Run 1, placement view:
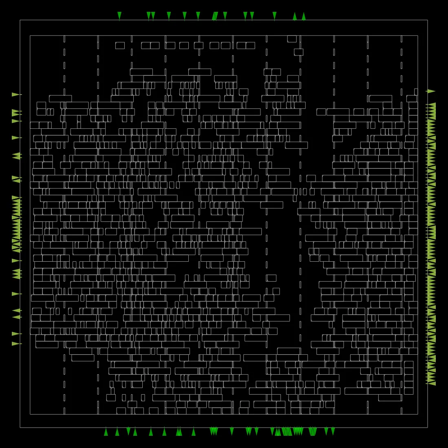
Run 1, routed metal, one color a layer:
Only two layers are drawn.
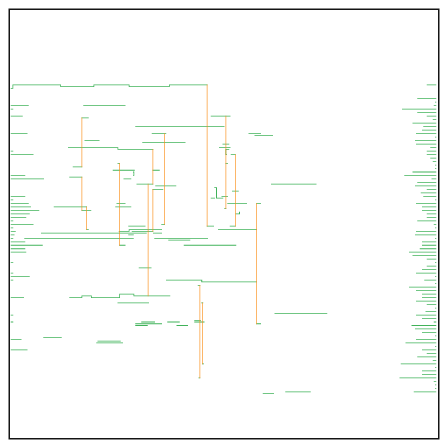
Run 1, M2 wires:
Bar = 50 um.
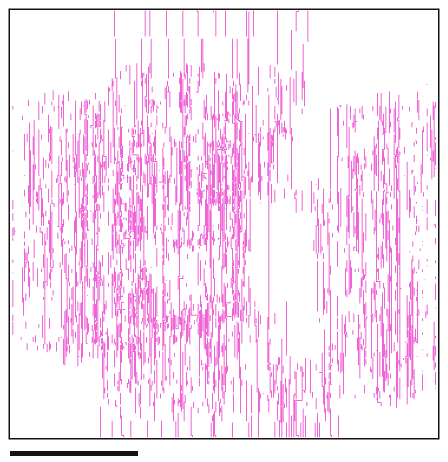
Run 1, sequential cells colored by netlist name:
Other sequential cells in the stronger gray, the rest of the logic in the fainter gray.
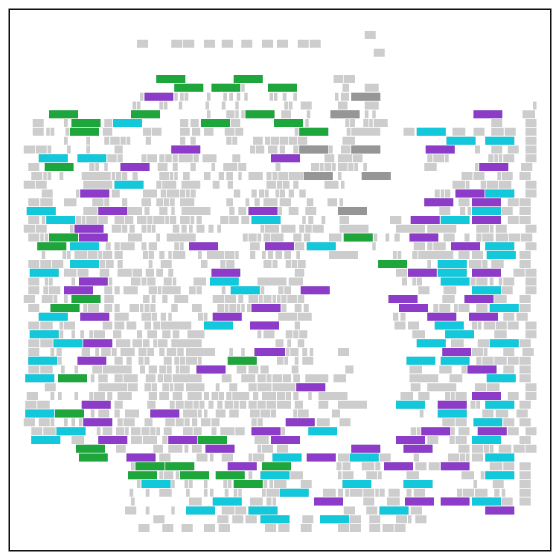
===== config.mk =====
export PLATFORM = sky130hd
export DESIGN_NAME = booth_mult_seq
export DESIGN_NICKNAME = d
export VERILOG_FILES = /design/src/rtl/multdiv_pkg.sv /design/src/rtl/booth_r4_step.sv /design/src/rtl/booth_mult_seq.sv
export SDC_FILE = /design/constraint.sdc
export NUM_CORES = 1
export LEC_CHECK = 0
export CAP_MARGIN = 20
export CORE_MARGIN = 4
export CORE_UTILIZATION = 39
export CTS_CLUSTER_SIZE = 10
export DETAILED_ROUTE_END_ITERATION = 12
export GPL_TIMING_DRIVEN = 1
export PLACE_DENSITY = 0.72
export SYNTH_ARGS = -nofsm -noshare
export SYNTH_HDL_FRONTEND = slang
export SYNTH_SLANG_ARGS = --single-unit

===== constraint.sdc =====
create_clock -name clk -period 9.7 [get_ports clk]
set_clock_uncertainty 0.15 [all_clocks]
set_input_delay 0.97 -clock clk [delete_from_list [all_inputs] [get_ports clk]]
set_output_delay 0.97 -clock clk [all_outputs]
set_load 0.03 [all_outputs]

===== src/rtl/multdiv_pkg.sv =====
// Shared types and width helpers for the MultDiv unit.
package multdiv_pkg;

   // Radix-4 Booth digit selected by one 3-bit multiplier window
   typedef enum logic [2:0] {
      ZERO,
      POS1,
      POS2,
      NEG1,
      NEG2
   } booth_digit_e;

   // Sequencer states for the multi-cycle multiplier
   typedef enum logic [1:0] {
      IDLE,
      RUN,
      DONE
   } mult_state_e;

   // Operand width must be even (whole radix-4 digits) and at least 4
   function automatic bit width_ok(input int w);
      return (w >= 4) && ((w % 2) == 0);
   endfunction

   // Internal operand width: two extra bits so unsigned operands stay positive
   // and +/-2A never overflows the extended datapath
   function automatic int ext_width(input int w);
      return w + 2;
   endfunction

   // Number of radix-4 iterations over the extended multiplier
   function automatic int iter_count(input int w);
      return (w + 2) / 2;
   endfunction

endpackage


===== src/rtl/booth_r4_step.sv =====
// Combinational radix-4 Booth step: turns one 3-bit multiplier window into
// the (N+1)-bit addend for the accumulator's upper half plus its carry-in.
// Negative digits are returned as the one's complement with carry_in=1.
module booth_r4_step
   import multdiv_pkg::*;
#(
   parameter int N = 34
) (
   input  logic [2:0] window,
   input  logic [N-1:0] a_ext,
   output logic [N:0] addend,
   output logic carry_in
);

   booth_digit_e digit;
   logic [N:0] a_x1;
   logic [N:0] a_x2;

   // A is already sign-extended by two bits, so 2A fits in N+1 bits
   assign a_x1 = {a_ext[N-1], a_ext};
   assign a_x2 = {a_ext, 1'b0};

   // Window-to-digit recoding
   always_comb begin
      digit = ZERO;
      case (window)
         3'b001, 3'b010: digit = POS1;
         3'b011:         digit = POS2;
         3'b100:         digit = NEG2;
         3'b101, 3'b110: digit = NEG1;
         default:        digit = ZERO;
      endcase
   end

   // Digit-to-addend selection; subtraction via invert plus carry-in
   always_comb begin
      addend   = '0;
      carry_in = 1'b0;
      case (digit)
         POS1: addend = a_x1;
         POS2: addend = a_x2;
         NEG1: begin
            addend   = ~a_x1;
            carry_in = 1'b1;
         end
         NEG2: begin
            addend   = ~a_x2;
            carry_in = 1'b1;
         end
         default: addend = '0;
      endcase
   end

endmodule


===== src/rtl/booth_mult_seq.sv =====
// Sequential radix-4 Booth multiplier, signed or unsigned, WIDTH/2+1 RUN
// cycles per product with start/busy/done handshake.
// Optional feature: define BOOTH_MULT_OVF_EN to compute the overflow flag;
// otherwise overflow is tied low.
module booth_mult_seq
   import multdiv_pkg::*;
#(
   parameter int WIDTH = 32
) (
   input  logic               clk,
   input  logic               rst_n,
   input  logic               start,
   input  logic               is_signed,
   input  logic [WIDTH-1:0]   multiplicand,
   input  logic [WIDTH-1:0]   multiplier,
   output logic               busy,
   output logic               done,
   output logic [2*WIDTH-1:0] product,
   output logic [WIDTH-1:0]   result,
   output logic               overflow
);

   localparam int N     = ext_width(WIDTH);
   localparam int ITERS = iter_count(WIDTH);
   localparam int CNT_W = $clog2(ITERS + 1);
   localparam int ACC_W = 2 * N + 1;

   mult_state_e state_reg, state_next;
   logic [ACC_W-1:0]   acc_reg;
   logic [N-1:0]       a_reg;
   logic [CNT_W-1:0]   cnt_reg;
   logic [2*WIDTH-1:0] product_reg;

   logic             accept;
   logic             last_step;
   logic [N-1:0]     a_ext_in;
   logic [N-1:0]     b_ext_in;
   logic [N:0]       upper_ext;
   logic [N:0]       addend;
   logic             carry_in;
   logic [N:0]       sum;
   logic [ACC_W-1:0] acc_step;
   logic [2*WIDTH-1:0] product_next;

   assign accept    = (state_reg == IDLE) && start;
   assign last_step = (state_reg == RUN) && (cnt_reg == CNT_W'(1));

   // One datapath serves both modes: sign- or zero-extend to N bits
   assign a_ext_in = is_signed ? {{2{multiplicand[WIDTH-1]}}, multiplicand}
                               : {2'b00, multiplicand};
   assign b_ext_in = is_signed ? {{2{multiplier[WIDTH-1]}}, multiplier}
                               : {2'b00, multiplier};

   booth_r4_step #(
      .N (N)
   ) u_step (
      .window   (acc_reg[2:0]),
      .a_ext    (a_reg),
      .addend   (addend),
      .carry_in (carry_in)
   );

   // Add into the sign-extended upper half, then arithmetic shift right by 2
   assign upper_ext    = {acc_reg[ACC_W-1], acc_reg[ACC_W-1:N+1]};
   assign sum          = upper_ext + addend + {{N{1'b0}}, carry_in};
   assign acc_step     = {sum[N], sum, acc_reg[N:2]};
   assign product_next = acc_step[2*WIDTH:1];

   // State register
   always_ff @(posedge clk or negedge rst_n) begin
      if (!rst_n) state_reg <= IDLE;
      else        state_reg <= state_next;
   end

   // Next-state logic: start is only honoured in IDLE
   always_comb begin
      state_next = state_reg;
      case (state_reg)
         IDLE:    if (start) state_next = RUN;
         RUN:     if (cnt_reg == CNT_W'(1)) state_next = DONE;
         DONE:    state_next = IDLE;
         default: state_next = IDLE;
      endcase
   end

   // Handshake outputs decoded from state
   always_comb begin
      busy = 1'b0;
      done = 1'b0;
      case (state_reg)
         RUN:  busy = 1'b1;
         DONE: begin
            busy = 1'b1;
            done = 1'b1;
         end
         default: begin
            busy = 1'b0;
            done = 1'b0;
         end
      endcase
   end

   // Accumulator, multiplicand and iteration counter
   always_ff @(posedge clk or negedge rst_n) begin
      if (!rst_n) begin
         acc_reg <= '0;
         a_reg   <= '0;
         cnt_reg <= '0;
      end else if (accept) begin
         acc_reg <= {{N{1'b0}}, b_ext_in, 1'b0};
         a_reg   <= a_ext_in;
         cnt_reg <= CNT_W'(ITERS);
      end else if (state_reg == RUN) begin
         acc_reg <= acc_step;
         cnt_reg <= cnt_reg - CNT_W'(1);
      end
   end

   // Product captured on the final step so it is valid in the DONE cycle
   always_ff @(posedge clk or negedge rst_n) begin
      if (!rst_n)         product_reg <= '0;
      else if (last_step) product_reg <= product_next;
   end

   assign product = product_reg;
   assign result  = product_reg[WIDTH-1:0];

`ifdef BOOTH_MULT_OVF_EN
   logic signed_reg;
   logic overflow_reg;
   logic overflow_next;
   logic [WIDTH:0]   upper_s;
   logic [WIDTH-1:0] upper_u;

   assign upper_s = product_next[2*WIDTH-1:WIDTH-1];
   assign upper_u = product_next[2*WIDTH-1:WIDTH];
   assign overflow_next = signed_reg ? !((&upper_s) || !(|upper_s))
                                     : (|upper_u);

   // Remember the operand mode for overflow detection
   always_ff @(posedge clk or negedge rst_n) begin
      if (!rst_n)      signed_reg <= 1'b0;
      else if (accept) signed_reg <= is_signed;
   end

   // Overflow registered alongside the product
   always_ff @(posedge clk or negedge rst_n) begin
      if (!rst_n)         overflow_reg <= 1'b0;
      else if (last_step) overflow_reg <= overflow_next;
   end

   assign overflow = overflow_reg;
`else
   assign overflow = 1'b0;
`endif

endmodule

==> results.txt, run 1 <==
run metrics: status completed, flip-flops with a built-in enable 0, cell area after synthesis 9840 um^2, nets ~1,200, # port buffers about 170, Max Cap Viol 0, post-synth top area cell dfrtp_1, most frequent logic cell in the layout dfrtp_1, growth of design area from synthesis to finish 22.8%, Post-synth seq share 43.7%, clock sinks 172, Num CTS Buffers 17, final worst setup slack ~5.0 ns, warnings from Yosys 0, Critical R2R Launch acc_reg[2], gr busiest metal met2, Late-Pin Clk Latency approximately 0.44 ns, iteration tally of the first detailed-router pass 5, Top Metal Used met4, post-route cell area ~12,000 um^2, antenna fix cells 0, yosys stat cell total 1,018, vias per cell around 5.4, Post-CTS Resized 0, Peak Freq around 0.21 GHz, GPL Wtd Cong roughly 0.95, DR iter-0 viols approximately 620, I/O pin cnt ~170, max-slew violations 0, met2 WL between 10,000 and 15,000 um, share of layout cells above drive strength 1 about a tenth, reg-to-reg slack, setup 4.97 ns
About 'placement view':
final cell count without fillers: 1,450
FFs & Latches: 172
Final Util: 49.1%
Core Area: 24,600 um^2
filler instances: 2,272

About 'routed metal, one color a layer':
legend:
  orange:
    layer: M4
    wire_length: 407 um
  green:
    layer: M3
    wire_length: 1,290 um
GRT Total Usage: 18.2%
vias: 7,847
detailed-route wire length: 25,500 um

About 'M2 wires':
longest straight run: 91.5 um
wire length on this layer: 12,200 um
GR Layer Usage met2: 30.3%

About 'sequential cells colored by netlist name':
legend:
  green:
    name_in_the_netlist: a_reg
    flops: 33
  purple:
    name_in_the_netlist: acc_reg
    flops: 68
  cyan:
    name_in_the_netlist: product
    flops: 64
Flop area: 4310 um^2
sequential share of cell area: 35.6%

## run 1: final timing paths
path                          endpoint  cells after the start
max reg2reg                acc_reg[64]                     12
max in group asynchronous  product[11]                      2
min                        acc_reg[26]                      1
min in group clk           product[47]                      2
max                        acc_reg[64]                     12
min reg2reg                product[47]                      2
## run 1: stage by stage
| stage | utilization [%] | cells |
|---|---|---|
| final | 49.1 | 1450 |
| after global routing | 49.1 | 1450 |
| after CTS | 49.1 | 1450 |
| after detailed placement | 46.7 | 1418 |
| after global placement | 46.7 | 1418 |
| after floorplan | - | 1018 |
## run 1: critical path, stage by stage, from the launching register on
cell       delay, ns
dfrtp_2         0.34
buf_4           0.52
nand2_1         0.77
o21ai_0         0.58
ha_1            0.33
a211oi_2        0.23
o211ai_1        0.18
a221oi_4        0.38
a311oi_2        0.19
o221ai_2        0.25
o2111ai_1       0.21
a2111o_1        0.44
nand3_1         0.07
## run 1: cells by family (layout without fill, tap and decap cells)
family | after synthesis | in the layout | share of synthesized area (%)
AND/OR/NAND/NOR | 276 | 276 | 11.9
XOR/XNOR | 65 | 65 | 5.78
multiplexers | 105 | 105 | 11.3
other | 1 | 1 | 0.0381
flip-flops | 172 | 172 | 43.7
adder cells (fa/ha/maj) | 41 | 41 | 5.36
AND-OR/OR-AND | 245 | 245 | 16.1
buffers and inverters | 113 | 221 | 5.70
## run 1: final cells by class
cell class	instances	area (um^2)	area share, %
multi-input combinational	733	5010	41.4
sequential	172	4310	35.6
timing repair buffer	173	1710	14.2
clock buffer	17	425	3.52
tap	324	405	3.35
clock inverter	15	171	1.42
inverter	16	60.1	0.497
Run 1, I/O nets highlighted:
Bar = 50 um.
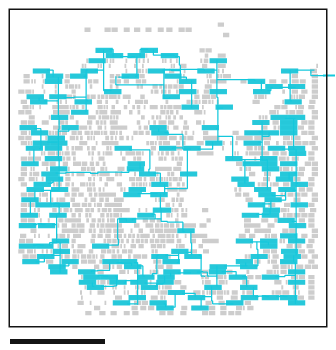

## Run 2: what changed since run 1
==> constraint.sdc (replaced) <==
create_clock -name clk -period 4.6 [get_ports clk]
set_clock_uncertainty 0.15 [all_clocks]
set_input_delay 0.46 -clock clk [delete_from_list [all_inputs] [get_ports clk]]
set_output_delay 0.46 -clock clk [all_outputs]
set_load 0.03 [all_outputs]
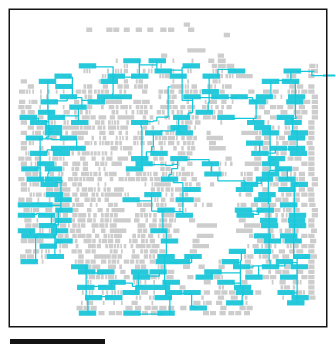
Run 2: I/O nets highlighted
Bar = 50 um.
legend:
  cyan:
    port: rst_n
    bits: 1
    direction: input
    end_cells: 172
    buffers: 2
    wire: 1,310 um
# port buffers: 165
I/O pin cnt: 167

==> results.txt, run 2 <==
run metrics: Simple Share, Synth 11.9% (unchanged), gr busiest metal met2, Critical R2R Launch acc_reg[1], final hold slack -0.0331 ns, aoi share 16.1% (unchanged), clock sinks 172 (unchanged), share of layout cells above drive strength 1 10.2% (+0.48 points), post-route cell area 12,200 um^2 (+0.66%), Core Area 24,600 um^2 (unchanged), growth of design area from synthesis to finish 23.7%, failing checks negative hold slack, antenna fix cells 0 (unchanged), GRT Total Usage 18.2% (about the same), Num CTS Buffers 17 (unchanged), most frequent logic cell in the layout dfrtp_1, Peak Freq 0.247 GHz (+17%), vias 7,831 (-0.20%), Worst R2R Path Depth 14 (+2), reg-to-reg slack, setup 0.55 ns (-4.42 ns), CTS tree yes, vias per cell 5.38 (-0.62%), final cell count without fillers 1,456 (+0.41%), dpl cells 1,424 (+0.42%), GPL Wtd Cong 0.923 (-2.5%), Synth mux share 11.3% (unchanged), Max Cap Viol 0 (unchanged), detailed-route wire length 25,500 um (-0.22%), nets 1,229 (+0.57%), Final Hold Viols 9, final worst setup slack 0.552 ns (-4.42 ns), Late-Pin Clk Latency 0.43 ns (about the same), Final Util 49.5% (+0.33 points), adder share 5.36% (unchanged), Post-CTS Resized 0 (unchanged), iteration tally of the first detailed-router pass 5 (unchanged), cell area after synthesis 9840 um^2 (unchanged), status finished with violations, yosys xor share 5.78% (unchanged), Sum Neg Setup Slack 0 ns, flip-flops with a built-in enable 0 (unchanged), Logic family by area AND-OR/OR-AND gates, top-count cell post-synth dfrtp_1, Crit Reg-Reg Endpoint acc_reg[66], max-slew violations 0 (unchanged), post-synth top area cell dfrtp_1, DR iter-0 viols 806 (+30%), antenna violations before repair 0
-- run 2: cell type report --
class / count / area (um^2) / share of cell area, %
sequential: 172 / 4310 / 35.4
clock buffer: 17 / 425 / 3.50
inverter: 16 / 60.1 / 0.493
timing repair buffer: 180 / 1810 / 14.9
multi-input combinational: 733 / 5010 / 41.2
clock inverter: 14 / 154 / 1.26
tap: 324 / 405 / 3.33
-- run 2: critical path: stages, from the launching register on --
cell and delay (ns):
dfrtp_1 0.49, nand2_1 0.16, nor2_2 0.30, buf_4 0.31, a22oi_1 0.12, o21ai_0 0.19
ha_1 0.33, a211oi_2 0.22, o211ai_1 0.16, a221oi_4 0.39, o21ai_2 0.15, a221oi_4 0.33
o31ai_2 0.16, a311o_1 0.36, o211a_1 0.12
-- run 2: per-layer routing --
| metal | vias to the layer above | part of all wire, % |
|---|---|---|
| li1 | 3743 | - |
| met1 | 3798 | 46 |
| met2 | 254 | 47 |
| met3 | 36 | 5.3 |
| met4 | 0 | 1.7 |
| met5 | - | 0 |
-- run 2: worst max-delay path by stage --
stage	from	to	slack [ns]	cells after the start
after floorplan	acc_reg[2]	product[62]	0.88	15
after global placement	acc_reg[1]	acc_reg[64]	0.70	14
after detailed placement	acc_reg[1]	acc_reg[66]	0.57	14
after CTS	acc_reg[1]	acc_reg[66]	0.52	14
after global routing	acc_reg[1]	acc_reg[66]	0.25	14
final	acc_reg[1]	acc_reg[66]	0.55	14
